### src/rtl/imem_loader_if.sv
// Byte-stream handshake and instruction-memory write port of the boot loader.
// master: the loader side; slave: the stream source / memory side.
interface imem_loader_if #(
  parameter int ADDR_W = 8
);
  // Handshake: a byte moves on a rising clk edge where in_valid && in_ready are
  // both high; the source holds in_data stable while in_valid is high and unaccepted.
  logic              in_valid;
  logic [7:0]        in_data;
  logic              in_ready;
  logic              mem_we;
  logic [ADDR_W-1:0] mem_addr;
  logic [31:0]       mem_wdata;

  modport master (
    input  in_valid, in_data,
    output in_ready, mem_we, mem_addr, mem_wdata
  );

  modport slave (
    output in_valid, in_data,
    input  in_ready, mem_we, mem_addr, mem_wdata
  );
endinterface

### src/rtl/imem_loader.sv
// Boot-time instruction memory loader: 16-bit word count header, then big-endian
// 32-bit words written to consecutive addresses; holds the core in reset until done.
module imem_loader #(
  parameter int ADDR_W = 8,
  parameter int DEPTH  = 2 ** ADDR_W
) (
  input  logic              clk,
  input  logic              rst,
  input  logic              load_req,
  imem_loader_if.master     bus,
  output logic              cpu_rst_n,
  output logic              busy,
  output logic              err,
  output logic [ADDR_W:0]   words_loaded,
  output logic [2:0]        state_dbg
);

  localparam logic [2:0] HDR_HI = 3'd0;
  localparam logic [2:0] HDR_LO = 3'd1;
  localparam logic [2:0] DATA   = 3'd2;
  localparam logic [2:0] WRITE  = 3'd3;
  localparam logic [2:0] DONE   = 3'd4;

  localparam logic [16:0] DEPTH_L = 17'(DEPTH);

  logic [2:0]  state;
  logic [15:0] cnt;
  logic [16:0] word_addr;
  logic [1:0]  byte_idx;
  logic [31:0] word;
  logic        accept;
  logic        in_range;

  assign accept   = bus.in_valid && bus.in_ready;
  // word_addr is wide enough to never wrap for any 16-bit count.
  assign in_range = word_addr < DEPTH_L;

  assign bus.in_ready  = rst && (state == HDR_HI || state == HDR_LO || state == DATA);
  assign bus.mem_we    = (state == WRITE) && in_range;
  assign bus.mem_addr  = word_addr[ADDR_W-1:0];
  assign bus.mem_wdata = word;
  assign cpu_rst_n     = (state == DONE);
  assign busy          = (state != DONE);
  assign state_dbg     = state;

  always_ff @(posedge clk or negedge rst) begin
    if (!rst) begin
      state        <= HDR_HI;
      cnt          <= 16'd0;
      word_addr    <= 17'd0;
      byte_idx     <= 2'd0;
      word         <= 32'd0;
      err          <= 1'b0;
      words_loaded <= '0;
    end else begin
      case (state)
        HDR_HI: begin
          if (accept) begin
            cnt[15:8] <= bus.in_data;
            state     <= HDR_LO;
          end
        end
        HDR_LO: begin
          if (accept) begin
            cnt[7:0]  <= bus.in_data;
            word_addr <= 17'd0;
            byte_idx  <= 2'd0;
            state     <= ({cnt[15:8], bus.in_data} == 16'd0) ? DONE : DATA;
          end
        end
        DATA: begin
          if (accept) begin
            word     <= {word[23:0], bus.in_data};
            byte_idx <= byte_idx + 2'd1;
            if (byte_idx == 2'd3) state <= WRITE;
          end
        end
        WRITE: begin
          if (in_range) words_loaded <= words_loaded + (ADDR_W+1)'(1);
          else          err          <= 1'b1;
          word_addr <= word_addr + 17'd1;
          cnt       <= cnt - 16'd1;
          state     <= (cnt == 16'd1) ? DONE : DATA;
        end
        DONE: begin
          if (load_req) begin
            state        <= HDR_HI;
            err          <= 1'b0;
            words_loaded <= '0;
            word_addr    <= 17'd0;
            cnt          <= 16'd0;
          end
        end
        default: state <= HDR_HI;
      endcase
    end
  end

endmodule
### src/flat_wrapper.sv
// flat-port wrapper written by rule: the top's interface ports become plain ports
module imem_loader_flat 
#(
  parameter int ADDR_W = 8,
  parameter int DEPTH  = 2 ** ADDR_W
)
  (clk, rst, load_req, cpu_rst_n, busy, err, words_loaded, state_dbg, bus_in_valid, bus_in_data, bus_in_ready, bus_mem_we, bus_mem_addr, bus_mem_wdata);
  imem_loader_if #(.ADDR_W(ADDR_W)) bus_i ();
  input  logic clk;
  input  logic rst;
  input  logic load_req;
  output logic cpu_rst_n;
  output logic busy;
  output logic err;
  output logic [ADDR_W:0] words_loaded;
  output logic [2:0] state_dbg;
  input wire logic [$bits(bus_i.in_valid)-1:0] bus_in_valid;
  input wire logic [$bits(bus_i.in_data)-1:0] bus_in_data;
  output wire logic [$bits(bus_i.in_ready)-1:0] bus_in_ready;
  output wire logic [$bits(bus_i.mem_we)-1:0] bus_mem_we;
  output wire logic [$bits(bus_i.mem_addr)-1:0] bus_mem_addr;
  output wire logic [$bits(bus_i.mem_wdata)-1:0] bus_mem_wdata;
  assign bus_i.in_valid = bus_in_valid;
  assign bus_i.in_data = bus_in_data;
  assign bus_in_ready = bus_i.in_ready;
  assign bus_mem_we = bus_i.mem_we;
  assign bus_mem_addr = bus_i.mem_addr;
  assign bus_mem_wdata = bus_i.mem_wdata;
  imem_loader #(.ADDR_W(ADDR_W), .DEPTH(DEPTH)) u_core (.clk(clk), .rst(rst), .load_req(load_req), .bus(bus_i), .cpu_rst_n(cpu_rst_n), .busy(busy), .err(err), .words_loaded(words_loaded), .state_dbg(state_dbg));
endmodule
### config.mk
export PLATFORM = sky130hd
export DESIGN_NAME = imem_loader_flat
export DESIGN_NICKNAME = d
export VERILOG_FILES = /design/src/rtl/imem_loader_if.sv /design/src/rtl/imem_loader.sv /design/src/flat_wrapper.sv
export SDC_FILE = /design/constraint.sdc
export NUM_CORES = 1
export LEC_CHECK = 0
export ABC_AREA = 1
export CAP_MARGIN = 20
export CORE_MARGIN = 2
export CORE_UTILIZATION = 59
export DETAILED_ROUTE_END_ITERATION = 10
export PLACE_DENSITY_LB_ADDON = 0.05
export SLEW_MARGIN = 20
export SYNTH_ARGS = -nofsm -noshare
export SYNTH_HDL_FRONTEND = slang
export SYNTH_SLANG_ARGS = --single-unit
### constraint.sdc
create_clock -name clk -period 3.4 [get_ports clk]
set_input_delay 0.34 -clock clk [delete_from_list [all_inputs] [get_ports clk]]
set_output_delay 0.34 -clock clk [all_outputs]
set_load 0.1 [all_outputs]
==> ci_impl_report.md, run 1 <==
## PnR job results

| Metric | Value |
|---|---|
| Seq cells post-synth | `80` |
| Worst Path Arrival | `2040 ps` |
| Avg Cell Area, Syn | `7.23 um2` |
| Vias in the first global route | `3994` |
| Status | `completed` |
| Synthesized Nets | `638` |
| EDFF count, synth | `0` |
| CP Class | `flip-flop to output pin` |
| Worst-path maximum fanout | `15` |
| Yosys warnings | `0` |
| Root buffer cell | `clkbuf_8` |
| RSZ-0062 raised after global routing | `no` |
| Setup TNS | `0 ps` |
| Yosys Instances | `621` |
| Synth-to-Final Area Change | `19.6%` |
| CTS tree | `built` |
| Top cells, area | `dfrtp_1 (45%), nand2_1 (19%), nor2_1 (6.2%), nand3_1 (5.7%), inv_1 (4.7%)` |
| Rel. slew slack | `0.341` |
| Clock tree sinks | `80` |
| Top area contributor share | `0.446` |
| H-tree levels | `3` |
| DRT Wirelength | `10600 um` |
| PortBufs | `68` |
| Post-route setup slack | `1020 ps` |
| Post-CTS Hold Buffers | `1` |
| Postcts setup bufs | `0` |
| # resized after CTS | `0` |
| Reg power frac | `0.276` |
| Clk buf depth | `2` |
| Clock network power share | `0.132` |
| Top Layout Cells | `nand2_1 (227), dfrtp_1 (80), nor2_1 (74)` |
| Vias per inst | `5.37` |
| Max Clk Rate | `420 MHz` |
| Filler cells | `618` |
| Die height | `91.2 um` |
| Logic gate share of total power | `0.592` |
| Met3 wire len | `619 um` |
| GRT busiest layer | `met2` |
| GRT overflow | `0` |
| Internal | `2.41 mW` |
| Synth unique cells | `34` |
| Ports | `69` |
| Dpl cell area | `0.00514 mm2` |
| CTS Buf Count | `9` |
| Leak | `2.68 nW` |
| Reg-to-reg endpoint | `u_core.cnt[11]$_DFFE_PN0P_` |
| Fin cells | `785` |
| Sw frac | `0.571` |
| Worst r2r path cells | `8` |
| Worst flop-to-flop path startpoint | `u_core.state_dbg[2]$_DFFE_PN0P_` |
| Setup crit end | `bus_mem_we` |
==> run 1: layout make-up <==
cell class	instances	share of cell area
Clock buffer	10	0.0256
Sequential cell	80	0.373
Clock inverter	6	0.0142
Inverter	63	0.0455
Multi-Input combinational cell	454	0.387
Timing Repair Buffer	73	0.131
Tap cell	99	0.0231
==> run 1: worst max-delay path, cell delays in order (launching register included) <==
cell,delay (ps)
dfrtp_1,560
nor2_4,420
nand3_1,130
buf_4,200
inv_1,80
buf_4,290
==> run 1: kinds of logic after synthesis <==
| logic type | synth area share |
|---|---|
| buf+inv | 0.0923 |
| xor+xnor | 0.0117 |
| simple gates | 0.362 |
| compound gates | 0.0741 |
| flops | 0.446 |
| fa+ha+maj | 0.0139 |
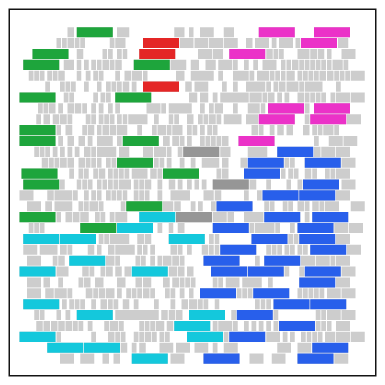
run_1/ff_map.png
(4 px per um) Other sequential cells in the stronger gray, the rest of the logic in the fainter gray.
magenta -> u_core.words_loaded  # placed flops 9, where north-east
green -> u_core.cnt  # placed flops 16
cyan -> u_core.word_addr  # placed flops 17
red -> u_core.state_dbg  # placed flops 3
blue -> u_core.bus.mem_wdata  # placed flops 32
sequential cell area share: 0.373
total sequential power: 1.55 mW
sequential cell area: 0.00200 mm2

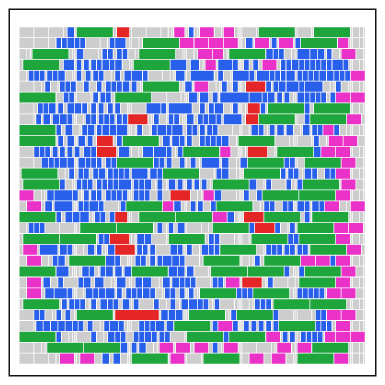
run_1/class_map.png
(4 px per um) Fill, decap, tap and diode cells in gray.
red -> clock drivers and dummy loads  # cells 16, share of their area 4.1%
magenta -> remaining buffers and delay cells  # cells 73, share of their area 13%
blue -> remaining logic cells  # cells 517, share of their area 44%
green -> sequential cells  # cells 80, share of their area 38%
total core area: 0.00729 mm2
post-layout util: 0.736
floorplan row count: 31
Design Area, Final: 0.00537 mm2

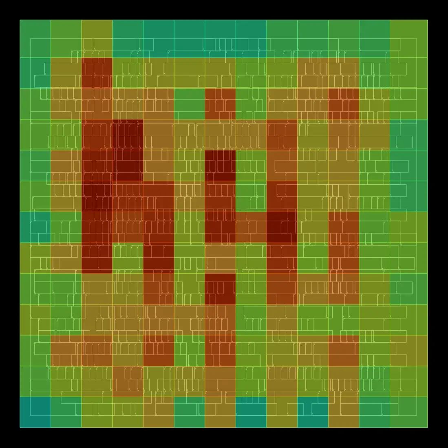
run_1/congestion_map.png
WL per Instance: 13.5 um
GR Util met3: 0.0365
grt met1 use: 0.362
gr usage total: 0.270
GR met2 Demand/Resource: 0.453

--- run 2 (diff from run 1) ---
--- a/config.mk
+++ b/config.mk
@@ -8,7 +8,7 @@
 export ABC_AREA = 1
 export CAP_MARGIN = 20
 export CORE_MARGIN = 2
-export CORE_UTILIZATION = 59
+export CORE_UTILIZATION = 49
 export DETAILED_ROUTE_END_ITERATION = 10
 export PLACE_DENSITY_LB_ADDON = 0.05
 export SLEW_MARGIN = 20
==> constraint.sdc (replaced) <==
create_clock -name clk -period 2 [get_ports clk]
set_input_delay 0.2 -clock clk [delete_from_list [all_inputs] [get_ports clk]]
set_output_delay 0.2 -clock clk [all_outputs]
set_load 0.1 [all_outputs]
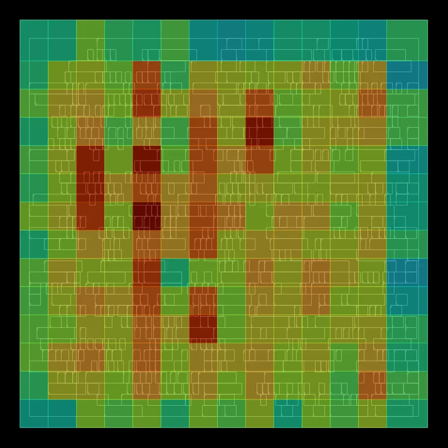
run_2/congestion_map.png
GR Util met3: 0.0302
GRT busiest layer: met2
WL per Instance: 13.5 um
gr usage total: 0.230

==> run 2 against run 1 <==
Compared with the run above:
- synthesized cell count unchanged
- critical path type unchanged
- flip-flop count unchanged
- register-to-register slack got worse by 1200 ps
- largest power group unchanged
- critical endpoint unchanged
==> ci_impl_report.md, run 2 <==
## PnR job results

| Metric | Value |
|---|---|
| Internal | `4.02 mW (+67%)` |
| Simple-Gate Area Share | `0.362 (unchanged)` |
| Status | `completed` |
| Max Clk Rate | `545 MHz` |
| Vias per inst | `5.06 (-5.7%)` |
| Synth-to-Final Area Change | `19.2%` |
| Reg-to-reg endpoint | `u_core.cnt[4]$_DFFE_PN0P_` |
| EDFF count, synth | `0 (unchanged)` |
| Cells along the critical path | `inv_1 > nand4_1 > nor2_2 > nand3_2 > clkinvlp_4 > buf_12` |
| Post-CTS Hold Buffers | `1 (unchanged)` |
| PortBufs | `68 (unchanged)` |
| Synthesized Nets | `638 (unchanged)` |
| Seq cells post-synth | `80 (unchanged)` |
| NumNets Final | `701` |
| Total core area | `0.00881 mm2 (+21%)` |
| Avg Cell Area, Syn | `7.23 um2 (unchanged)` |
| Synth logic family | `simple AND/OR/NAND/NOR gates` |
| Clock tree sinks | `80 (unchanged)` |
| Setup TNS | `0 ps (unchanged)` |
| Worst r2r path cells | `10 (+2)` |
| Sw frac | `0.578 (+0.00719)` |
| Setup crit end | `bus_mem_we` |
| Buffers excl. clock | `76 (+4.1%)` |
| Cell family with the largest share of critical-path delay | `simple AND/OR/NAND/NOR gates` |
| Vias in the first global route | `3814 (-4.5%)` |
| # resized after CTS | `0 (unchanged)` |
| CTS Buf Count | `9 (unchanged)` |
| CP Class | `flip-flop to output pin` |
| CP peak stage delay | `410 ps (-150 ps)` |
| Sequential cell area | `0.00201 mm2 (+0.31%)` |
| Logic gate share of total power | `0.590 (-0.002)` |
| Comb gates | `454 (unchanged)` |
| Filler cells | `846 (+37%)` |
| Inverter count | `63 (unchanged)` |
| Top cells, area | `dfrtp_1 (45%), nand2_1 (19%), nor2_1 (6.2%), nand3_1 (5.7%), inv_1 (4.7%)` |
| Ports | `69 (unchanged)` |
| Adder Area Share | `0.0139 (unchanged)` |
| Yosys Instances | `621 (unchanged)` |
| CTS tree | `built` |
| Layout clock area frac | `0.0388 (-0.00105)` |
| Floorplan row count | `34 (+9.7%)` |
| Data buffer area share | `0.121 (-0.0104)` |
| Yosys warnings | `0 (unchanged)` |
| Dpl cell area | `0.00513 mm2 (-0.34%)` |
| Area fraction in mux cells | `0 (unchanged)` |
| Post-layout util | `0.608 (-0.128)` |
| Flop count | `80 (unchanged)` |
| Clock network power share | `0.132 (about the same)` |
| Tapcell count | `108 (+9.1%)` |
| Clock buffer count in the final layout | `9 (-1)` |
| Top Layout Cells | `nand2_1 (227), dfrtp_1 (77), nor2_1 (73)` |
| Root buffer cell | `clkbuf_8` |
| Clk buf depth | `2 (unchanged)` |
| Fin cells | `797 (+1.5%)` |
| Postcts setup bufs | `0 (unchanged)` |
| Worst Setup SP | `u_core.word_addr[10]$_DFFE_PN0P_` |
| Ao+oa area frac | `0.0741 (unchanged)` |
| Sequential cell area share | `0.375 (+0.00230)` |
| Leak | `2.78 nW (+3.8%)` |
| H-tree levels | `3 (unchanged)` |
| Worst flop-to-flop path startpoint | `u_core.state_dbg[0]$_DFFE_PN0P_` |
| Rel. slew slack | `0.417 (+0.0758)` |
| Fin crit share | `0.917` |
| Synth unique cells | `34 (unchanged)` |
| WP depth | `6 (+1)` |
==> run 2: cell counts after synthesis <==
Identical to the previous run, type by type.
==> run 2: power by group through the flow <==
stage	sequential, mW	clock, mW	combinational [mW]
final	2.64	1.26	5.62
after global routing	2.73	1.35	6.03
after CTS	2.64	1.30	5.65
after detailed placement	2.67	0	5.64
after global placement	2.66	0	5.56
after floorplan	4.86	0	2.26
==> run 2: worst reg2reg max path, cell delays in order, from the launching register on <==
cell and delay (ps):
dfrtp_2 440, inv_4 120, nand2_2 120, nor2_8 200
nand2_4 150, o21ai_4 120, nand2_4 120, inv_4 250
nand2_1 100, nand2_1 70, nand2_1 40
==> run 2: layer usage <==
layer | share of wire | track usage
met2 | 0.47 | 0.368
met5 | 0 | 0
met1 | 0.47 | 0.324
met3 | 0.050 | 0.0302
met4 | 0.012 | 0.0759
Power and IR drop assume default switching activity.
